==> run_1/final_placement.png <==
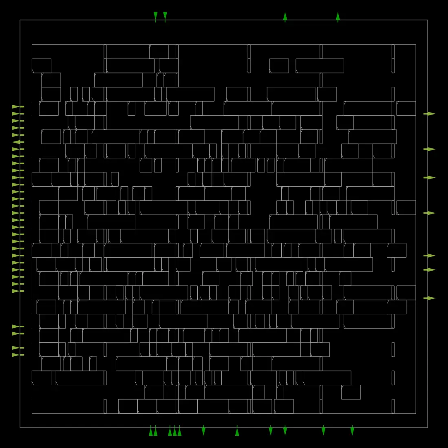
==> run_1/metal_stack.png <==
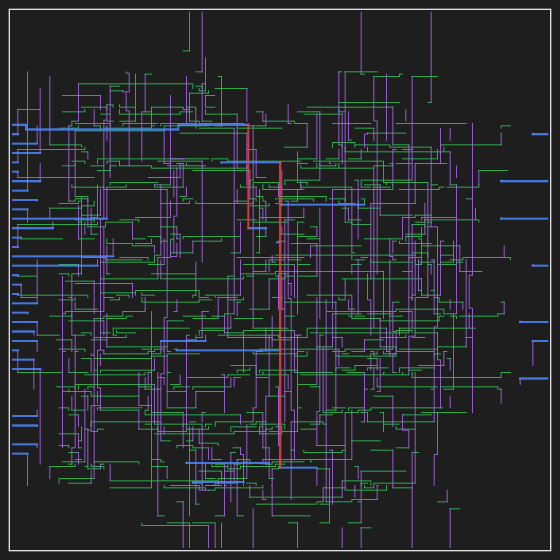
==> run_1/cell_classes.png <==
Scale bar: 20 um. Fill, decap, tap and diode cells in grey.
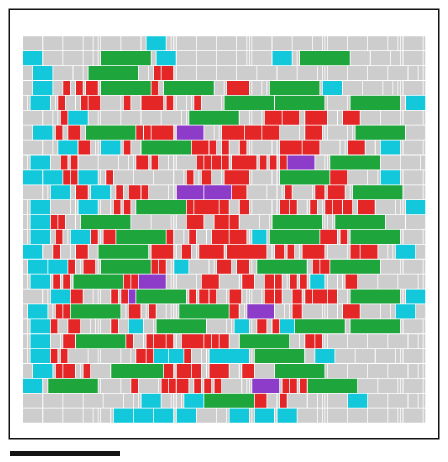
===== src/rtl/shared_adder_sched.sv =====
// Round-robin scheduler sharing one WIDTH_OUT-bit adder between two requesters.
// Define SHARED_ADD_SAT_EN to make every addition saturate instead of wrapping.
module shared_adder_sched #(
  parameter int WIDTH_IN  = 4,
  parameter int WIDTH_OUT = 5
) (
  input  logic                 clk,
  input  logic                 rst,
  input  logic                 req0,
  input  logic                 req1,
  input  logic [WIDTH_IN-1:0]  a0,
  input  logic [WIDTH_IN-1:0]  b0,
  input  logic [WIDTH_IN-1:0]  c0,
  input  logic [WIDTH_IN-1:0]  d0,
  input  logic                 sel0,
  input  logic [WIDTH_IN-1:0]  a1,
  input  logic [WIDTH_IN-1:0]  b1,
  input  logic [WIDTH_IN-1:0]  c1,
  input  logic [WIDTH_IN-1:0]  d1,
  input  logic                 sel1,
  output logic                 gnt0,
  output logic                 gnt1,
  output logic                 busy,
  output logic                 out_valid,
  output logic                 out_id,
  output logic [WIDTH_OUT-1:0] data_out1,
  output logic [WIDTH_OUT-1:0] data_out2
);

  typedef enum logic [1:0] {IDLE, ADD_AB, ADD_C, ADD_D} state_t;

  state_t                state_reg, state_next;
  logic [WIDTH_IN-1:0]   a_reg, b_reg, c_reg, d_reg;
  logic                  sel_reg;
  logic                  id_reg;
  logic                  rr_last_reg;
  logic [WIDTH_OUT-1:0]  ab_reg, abc_reg;
  logic                  out_valid_reg;
  logic                  out_id_reg;
  logic [WIDTH_OUT-1:0]  data1_reg, data2_reg;

  logic                  win0, win1, idle;
  logic [WIDTH_OUT-1:0]  add_a, add_b, add_sum;

  // On a tie the requester that was not served last wins.
  assign idle = (state_reg == IDLE);
  assign win0 = req0 && (!req1 || rr_last_reg);
  assign win1 = req1 && (!req0 || !rr_last_reg);
  assign gnt0 = !rst && idle && win0;
  assign gnt1 = !rst && idle && win1;
  assign busy = !idle;

  // Operand mux feeding the single shared adder.
  always_comb begin
    add_a = '0;
    add_b = '0;
    case (state_reg)
      ADD_AB: begin
        add_a = WIDTH_OUT'(a_reg);
        add_b = WIDTH_OUT'(b_reg);
      end
      ADD_C: begin
        add_a = ab_reg;
        add_b = WIDTH_OUT'(c_reg);
      end
      ADD_D: begin
        add_a = abc_reg;
        add_b = WIDTH_OUT'(d_reg);
      end
      default: ;
    endcase
  end

`ifdef SHARED_ADD_SAT_EN
  logic [WIDTH_OUT:0] sum_full;
  assign sum_full = {1'b0, add_a} + {1'b0, add_b};
  assign add_sum  = sum_full[WIDTH_OUT] ? '1 : sum_full[WIDTH_OUT-1:0];
`else
  assign add_sum = add_a + add_b;
`endif

  always_comb begin
    state_next = state_reg;
    case (state_reg)
      IDLE:    if (gnt0 || gnt1) state_next = ADD_AB;
      ADD_AB:  state_next = ADD_C;
      ADD_C:   state_next = sel_reg ? IDLE : ADD_D;
      ADD_D:   state_next = IDLE;
      default: state_next = IDLE;
    endcase
  end

  always_ff @(posedge clk or posedge rst) begin
    if (rst) begin
      state_reg <= IDLE;
    end else begin
      state_reg <= state_next;
    end
  end

  always_ff @(posedge clk or posedge rst) begin
    if (rst) begin
      a_reg         <= '0;
      b_reg         <= '0;
      c_reg         <= '0;
      d_reg         <= '0;
      sel_reg       <= 1'b0;
      id_reg        <= 1'b0;
      rr_last_reg   <= 1'b1;
      ab_reg        <= '0;
      abc_reg       <= '0;
      out_valid_reg <= 1'b0;
      out_id_reg    <= 1'b0;
      data1_reg     <= '0;
      data2_reg     <= '0;
    end else begin
      out_valid_reg <= 1'b0;
      case (state_reg)
        IDLE: begin
          if (gnt0 || gnt1) begin
            a_reg       <= gnt1 ? a1 : a0;
            b_reg       <= gnt1 ? b1 : b0;
            c_reg       <= gnt1 ? c1 : c0;
            d_reg       <= gnt1 ? d1 : d0;
            sel_reg     <= gnt1 ? sel1 : sel0;
            id_reg      <= gnt1;
            rr_last_reg <= gnt1;
          end
        end
        ADD_AB: ab_reg <= add_sum;
        ADD_C: begin
          abc_reg <= add_sum;
          if (sel_reg) begin
            data1_reg     <= ab_reg;
            data2_reg     <= add_sum;
            out_valid_reg <= 1'b1;
            out_id_reg    <= id_reg;
          end
        end
        ADD_D: begin
          data1_reg     <= add_sum;
          data2_reg     <= abc_reg;
          out_valid_reg <= 1'b1;
          out_id_reg    <= id_reg;
        end
        default: ;
      endcase
    end
  end

  assign out_valid = out_valid_reg;
  assign out_id    = out_id_reg;
  assign data_out1 = data1_reg;
  assign data_out2 = data2_reg;

endmodule


===== config.mk =====
export PLATFORM = sky130hd
export DESIGN_NAME = shared_adder_sched
export DESIGN_NICKNAME = d
export VERILOG_FILES = /design/src/rtl/shared_adder_sched.sv
export SDC_FILE = /design/constraint.sdc
export NUM_CORES = 1
export LEC_CHECK = 0
export CAP_MARGIN = 20
export CORE_MARGIN = 2
export CORE_UTILIZATION = 40
export CTS_CLUSTER_SIZE = 25
export DETAILED_ROUTE_END_ITERATION = 7
export GPL_TIMING_DRIVEN = 1
export PLACE_DENSITY_LB_ADDON = 0.25
export SLEW_MARGIN = 25
export SYNTH_ARGS = -nofsm -noshare
export SYNTH_HDL_FRONTEND = slang
export SYNTH_SLANG_ARGS = --single-unit
export TNS_END_PERCENT = 5

===== constraint.sdc =====
create_clock -name clk -period 3.1 [get_ports clk]
set_input_delay 0.62 -clock clk [delete_from_list [all_inputs] [get_ports clk]]
set_output_delay 0.62 -clock clk [all_outputs]
set_load 0.02 [all_outputs]

==> flow_summary.ini, run 1 <==
; yosys + openroad results
[placed_design]
dpl_worst_slack_ps = 301
place.gp.congestion = 0.792

[synth]
mux_share_pct = 4.61
yosysWarnings = 0
topCombFamilyByArea = simple AND/OR/NAND/NOR gates
postSynthSeqShare_pct = 49.0
top_cell_area_share_pct = 47.8
xor_share_pct = 1.59

[detailed_routing]
num_vias = 1793
drtIter0Drc = 130
drt-met1-wl_mm = 2.19
route.detailed.drc = 0
wl_met2_mm = 2.10
wl_met3_um = 238

[power_and_ir_drop]
combPwrFrac_pct = 50.6
power_mw = 2.83
power_density_nw_per_um2 = 981
intPower_mw = 1.71

[sta]
finalHoldViolCount = 0
whs_ps = 473
fmax_mhz = 361

[floorplan]
initCoreUtil_pct = 42.3

[worst_setup_path]
critPathLaunch = state_reg[0]$_DFFE_PP0P_
cp.required_ps = 3270
r2r-end = abc_reg[4]$_DFFE_PP0N_

[grt]
grt_max_degree = 36

[clock_tree]
cts.sinks = 43
cts_tree = yes

[run_status]
status = completed

[worst_hold_path]
hold_path.class = flop to flop
-- final_placement.png (at the start) --
# fillers: 510
Core Region: 5200 um2
final std cells w/o fill: 364
number of sequential cells: 43
flop share of the area: 37.4%

-- metal_stack.png (at the start) --
[met4] red | wire length: 59.2 um
[met2] purple | wire length: 2100 um
[met1] green | wire length: 2190 um
[met3] blue | wire length: 239 um
wire per inst: 12.6 um
gr usage total: 16.3%
Post-Route WL: 4.58 mm

-- cell_classes.png (at the start) --
[all other logic] red | cells: 182 | share of their area: 36%
[other buffers and delay cells] cyan | cells: 61 | share of their area: 22%
[clock drivers and dummy loads] purple | cells: 8 | share of their area: 3.6%
[flip-flops] green | cells: 43 | share of their area: 39%
design area: 2880 um2
Layout Utilization: 55.3%
# rows: 26

-- run 1: power by group through the flow --
| stage | Combinational (mW) | Sequential (mW) | Clock [mW] |
|---|---|---|---|
| finish | 1.43 | 1.01 | 0.384 |
| floorplan | 1.00 | 1.03 | 0 |
| global placement | 1.41 | 1.02 | 0 |
| global route | 1.62 | 1.05 | 0.424 |
| CTS | 1.45 | 1.01 | 0.398 |
| detailed placement | 1.45 | 1.02 | 0 |
-- run 1: layer usage --
metal | up-vias | global-route usage (%)
met5 | - | 0
met4 | 0 | 5.44
met3 | 7 | 4.37
met2 | 49 | 27.0
met1 | 812 | 20.8
li1 | 925 | -
-- run 1: how the worst min path moves through the flow --
| stage | end | cells after the start |
|---|---|---|
| 6_report | rr_last_reg$_DFFE_PP1P_ | 2 |
| 5_1_grt | rr_last_reg$_DFFE_PP1P_ | 2 |
| 4_1_cts | rr_last_reg$_DFFE_PP1P_ | 2 |
| 3_5_place_dp | rr_last_reg$_DFFE_PP1P_ | 2 |
| 3_3_place_gp | abc_reg[2]$_DFFE_PP0N_ | 2 |
| 2_1_floorplan | out_id$_DFFE_PP0P_ | 2 |
-- run 1: worst max-delay path, stage by stage (launching register included) --
cell and delay [ps]:
dfrtp_1 650, mux2_2 390, nand2_1 60, o21ai_0 90
ha_1 250, fa_1 400, a21o_1 170, a21oi_1 320
xor2_1 210, o21ai_0 100
-- run 1: layout by cell type, fill, tap and decap left out, drive strengths merged --
cell and instances:
inv 6, nand3 2, dfrtp 42, xor2 3
nand2 68, o21ai 19, buf 9, xnor2 1
clkbuf 8, nand2b 3, a31oi 18, ha 4
a21oi 4, nor2b 1, fa 1, nor3 1
dfstp 1, a32oi 3, clkdlybuf4s50 52, o21a 1
a21o 2, nand3b 1, and2 1, clkinv 1
a22o 12, and2b 1, or2 1, mux2 9
nor2 19
==> run_1/wire_density.png <==
16 x 16 tiles, from black (low) to pale yellow (high), scaled to the fullest tile. Values are wire area over tile area, all layers added.
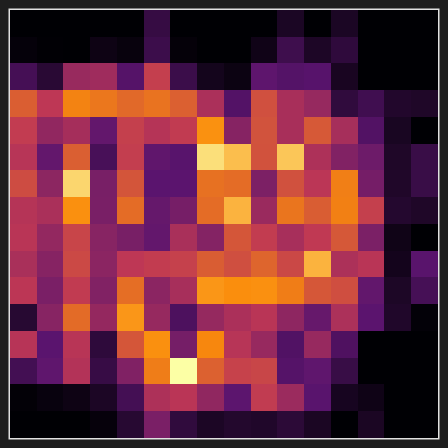

==> run 2: changes to the inputs <==
--- a/config.mk
+++ b/config.mk
@@ -7,7 +7,7 @@
 export LEC_CHECK = 0
 export CAP_MARGIN = 20
 export CORE_MARGIN = 2
-export CORE_UTILIZATION = 40
+export CORE_UTILIZATION = 49
 export CTS_CLUSTER_SIZE = 25
 export DETAILED_ROUTE_END_ITERATION = 7
 export GPL_TIMING_DRIVEN = 1
==> constraint.sdc (replaced) <==
create_clock -name clk -period 2.59 [get_ports clk]
set_input_delay 0.518 -clock clk [delete_from_list [all_inputs] [get_ports clk]]
set_output_delay 0.518 -clock clk [all_outputs]
set_load 0.02 [all_outputs]
==> run_2/wire_density.png <==
14 x 14 tiles, from black (low) to pale yellow (high), scaled to the fullest tile. Values are wire area over tile area, all layers added.
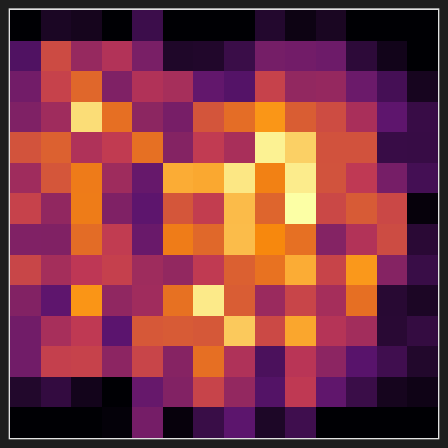
densest ninth of the die: centre
tiles over half the peak: 38%
fullest tile: 0.37
mean over tiles: 0.15
nearly empty tiles: 10%
Post-Route WL: 4.64 mm
Via Count: 1828
wire per inst: 13.3 um
gr usage total: 20.8%

==> run_2/cell_classes.png <==
Scale bar: 20 um. Fill, decap, tap and diode cells in grey.
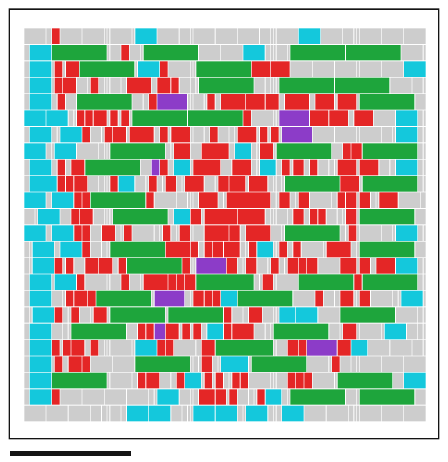
[all other logic] red | cells: 182 | share of their area: 36%
[other buffers and delay cells] cyan | cells: 64 | share of their area: 22%
[clock drivers and dummy loads] purple | cells: 8 | share of their area: 3.3%
[flip-flops] green | cells: 43 | share of their area: 38%
Core Region: 4350 um2
design area: 2870 um2

==> flow_summary.ini, run 2 <==
; yosys + openroad results
[run_status]
status = completed

[clock_tree]
cts.sinks = 43
cts_made_buffers = 5
cts_post_setup_buffers_inserted = 0
cts_tree = yes

[worst_setup_path]
crit_chain = mux2_2 -> nand2_1 -> o21ai_0 -> ha_2 -> fa_1 -> a21o_1 -> a21oi_1 -> buf_4 -> xor2_1 -> o21ai_0
cp_slowest_cell = dfrtp_2
critPathMaxStageDelay_ps = 460
r2r-end = abc_reg[4]$_DFFE_PP0N_
r2r_setup_slack_ps = 110
cp.required_ps = 2760
critPathLaunch = state_reg[0]$_DFFE_PP0P_
cp_common_cell = o21ai_0

[power_and_ir_drop]
p_seq_mw = 1.21
comb-power_mw = 1.78
power_mw = 3.42
peakVddDrop_v = 0.000454
p_clk_mw = 0.435
top_power_group = combinational cells
intPower_mw = 2.05
combPwrFrac_pct = 51.9
p_leak_nw = 1.33
power_density_nw_per_um2 = 1190

[finish]
diodes = 0
final_util_pct = 65.9
layout_top_cells = 68 x nand2_1, 50 x clkdlybuf4s50_1, 41 x dfrtp_1
final_common_cell = nand2_1

[floorplan]
io_pins = 53
fp-row-count = 24
die_y_um = 71

[synth]
top_cell_area_share_pct = 47.8
ys_seq_elements = 43
yosysWarnings = 0

[sta]
whs_ps = 478
fmax_mhz = 403
finalHoldViolCount = 0

[worst_hold_path]
hold_path.class = flop to flop

[grt]
overflow = 0
grt_max_degree = 44

[detailed_routing]
drtIter0Drc = 150
route.detailed.drc = 0
==> run_2/final_placement.png <==
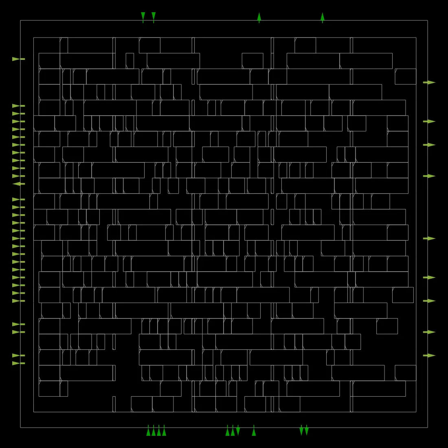
tapcell count: 52
final std cells w/o fill: 349
# fillers: 386

[run 2: cell families after synthesis]
logic type / count (synthesis) / share of synthesized area, %
AND-OR/OR-AND: 59 / 17.3
XOR/XNOR: 4 / 1.59
adder cells (fa/ha/maj): 5 / 3.19
buffers and inverters: 24 / 6.14
flip-flops: 43 / 49.0
multiplexers: 9 / 4.61
AND/OR/NAND/NOR: 98 / 18.1
[run 2: worst min-delay path by stage]
stage,start,to,slack (ps),cells past startpoint
after floorplan,id_reg$_DFFE_PP0P_,out_id$_DFFE_PP0P_,440,2
after global placement,id_reg$_DFFE_PP0P_,out_id$_DFFE_PP0P_,460,2
after detailed placement,out_id$_DFFE_PP0P_,out_id$_DFFE_PP0P_,470,2
after CTS,id_reg$_DFFE_PP0P_,out_id$_DFFE_PP0P_,490,2
after global routing,rr_last_reg$_DFFE_PP1P_,rr_last_reg$_DFFE_PP1P_,520,2
final,id_reg$_DFFE_PP0P_,out_id$_DFFE_PP0P_,480,2
[run 2: cell type report]
| type | count | share of cell area [%] |
|---|---|---|
| Clock inverter | 1 | 0.175 |
| Sequential cell | 43 | 37.6 |
| Tap cell | 52 | 2.27 |
| Timing Repair Buffer | 64 | 21.5 |
| Inverter | 7 | 0.960 |
| Multi-Input combinational cell | 175 | 34.5 |
| Clock buffer | 7 | 3.01 |
[run 2: critical path: cells and delay by family (launching register included)]
kind            cells  cell delay (ps)
fa+ha+maj           2              620
compound gates      4              550
flops               1              460
mux                 1              350
xor+xnor            1              170
buf+inv             1              160
simple gates        1               60
[run 2: routing by layer]
metal | track usage, % | routed length (um)
met1 | 26.0 | 2110
met2 | 34.1 | 2220
met3 | 5.70 | 233
met4 | 8.39 | 78
met5 | 0 | 0
==> run 3: changes to the inputs <==
--- a/config.mk
+++ b/config.mk
@@ -5,7 +5,7 @@
 export SDC_FILE = /design/constraint.sdc
 export NUM_CORES = 1
 export LEC_CHECK = 0
-export CAP_MARGIN = 20
+export CAP_MARGIN = 30
 export CORE_MARGIN = 2
 export CORE_UTILIZATION = 49
 export CTS_CLUSTER_SIZE = 25
==> run_3/metal_stack.png <==
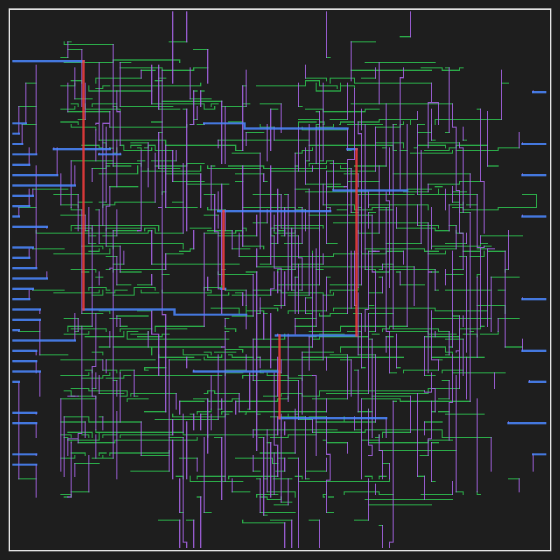
[met3] blue | wire length: 234 um
[met1] green | wire length: 2110 um
[met2] purple | wire length: 2220 um
[met4] red | wire length: 78.2 um

==> run_3/wire_density.png <==
14 x 14 tiles, from black (low) to pale yellow (high), scaled to the fullest tile. Values are wire area over tile area, all layers added.
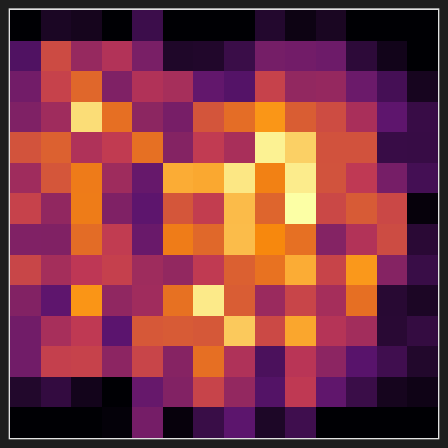
nearly empty tiles: 10%
fullest tile: 0.37
tiles over half the peak: 38%
densest ninth of the die: centre
mean over tiles: 0.15

==> flow_summary.ini, run 3 <==
; yosys + openroad results
[sta]
fmax_mhz = 403
finalHoldViolCount = 0
whs_ps = 478

[worst_setup_path]
r2r_setup_slack_ps = 110
cp.required_ps = 2760

[synth]
postSynthSeqShare_pct = 49.0
top_cell_area_share_pct = 47.8

[clock_tree]
cts_made_buffers = 5
cts_tree = yes
cts_post_setup_buffers_inserted = 0

[power_and_ir_drop]
power_density_nw_per_um2 = 1190
intPower_mw = 2.05
combPwrFrac_pct = 51.9
p_clk_mw = 0.435
top_power_group = combinational cells

[floorplan]
io_pins = 53
initCoreUtil_pct = 50.5
coreArea_um2 = 4350

[detailed_routing]
route.detailed.drc = 0
drtIter0Drc = 150

[finish]
n_fill_cell = 386

[grt]
grt_max_degree = 44

[run_status]
status = completed

[worst_hold_path]
hold_path.class = flop to flop
==> run_3/met1.png <==
Supply wires on this layer in grey.
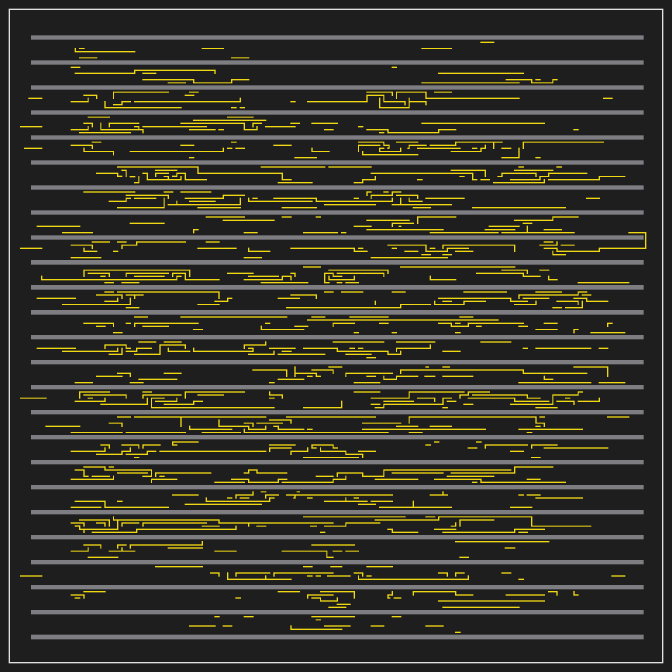
wire length on this layer: 2110 um
nets with wire on the layer: 294
share of all routed wire: 45%
longest straight run: 20.7 um
met1 usage: 26.0%

-- run 3: cell counts after synthesis --
Identical to the previous run, type by type.
-- run 3: per-layer routing --
layer / vias to the layer above / share of wire, % / global-route usage [%] / wire length [um]
li1: 927 / - / - / -
met1: 838 / 45 / 26.0 / 2110
met2: 54 / 48 / 34.1 / 2220
met3: 9 / 5.0 / 5.70 / 233
met4: 0 / 1.7 / 8.39 / 78
met5: - / 0 / 0 / 0
-- run 3: layout make-up --
class	count	share of cell area, %
multi-input combinational	175	34.5
clock inverter	1	0.175
inverter	7	0.960
tap	52	2.27
timing repair buffer	64	21.5
sequential	43	37.6
clock buffer	7	3.01
-- run 3: metrics by stage --
step | setup WS [ps] | cell area (um2) | total power, mW | cells
6_report | 111 | 2870 | 3.42 | 349
5_1_grt | -29.9 | 2870 | 3.73 | 349
4_1_cts | 7.09 | 2860 | 3.45 | 349
3_5_place_dp | 23.3 | 2770 | 3.01 | 341
3_3_place_gp | 75.1 | 2770 | 2.96 | 341
2_1_floorplan | 118 | 2200 | 2.43 | 242
-- run 3: critical path: stages, from the launching register on --
cell and delay [ps]:
dfrtp_2 460, mux2_2 350, nand2_1 60, o21ai_0 90
ha_2 220, fa_1 400, a21o_1 180, a21oi_1 170
buf_4 160, xor2_1 170, o21ai_0 110
-- run 3: cells by family (layout without fill, tap and decap cells) --
logic type | Yosys count | after routing | synth area share [%]
and+or+nand+nor | 98 | 98 | 18.1
AOI/OAI and AO/OA | 59 | 59 | 17.3
DFF | 43 | 43 | 49.0
buffers and inverters | 24 | 79 | 6.14
muxes | 9 | 9 | 4.61
adders and majority gates | 5 | 5 | 3.19
xor gates and xnor gates | 4 | 4 | 1.59
-- run 3: timing repair --
action                                  4_1_cts  5_1_grt
resized                                       1        3
endpoints found under the setup margin        1        4
pin swaps                                     0        0
Power and IR drop assume default switching activity.
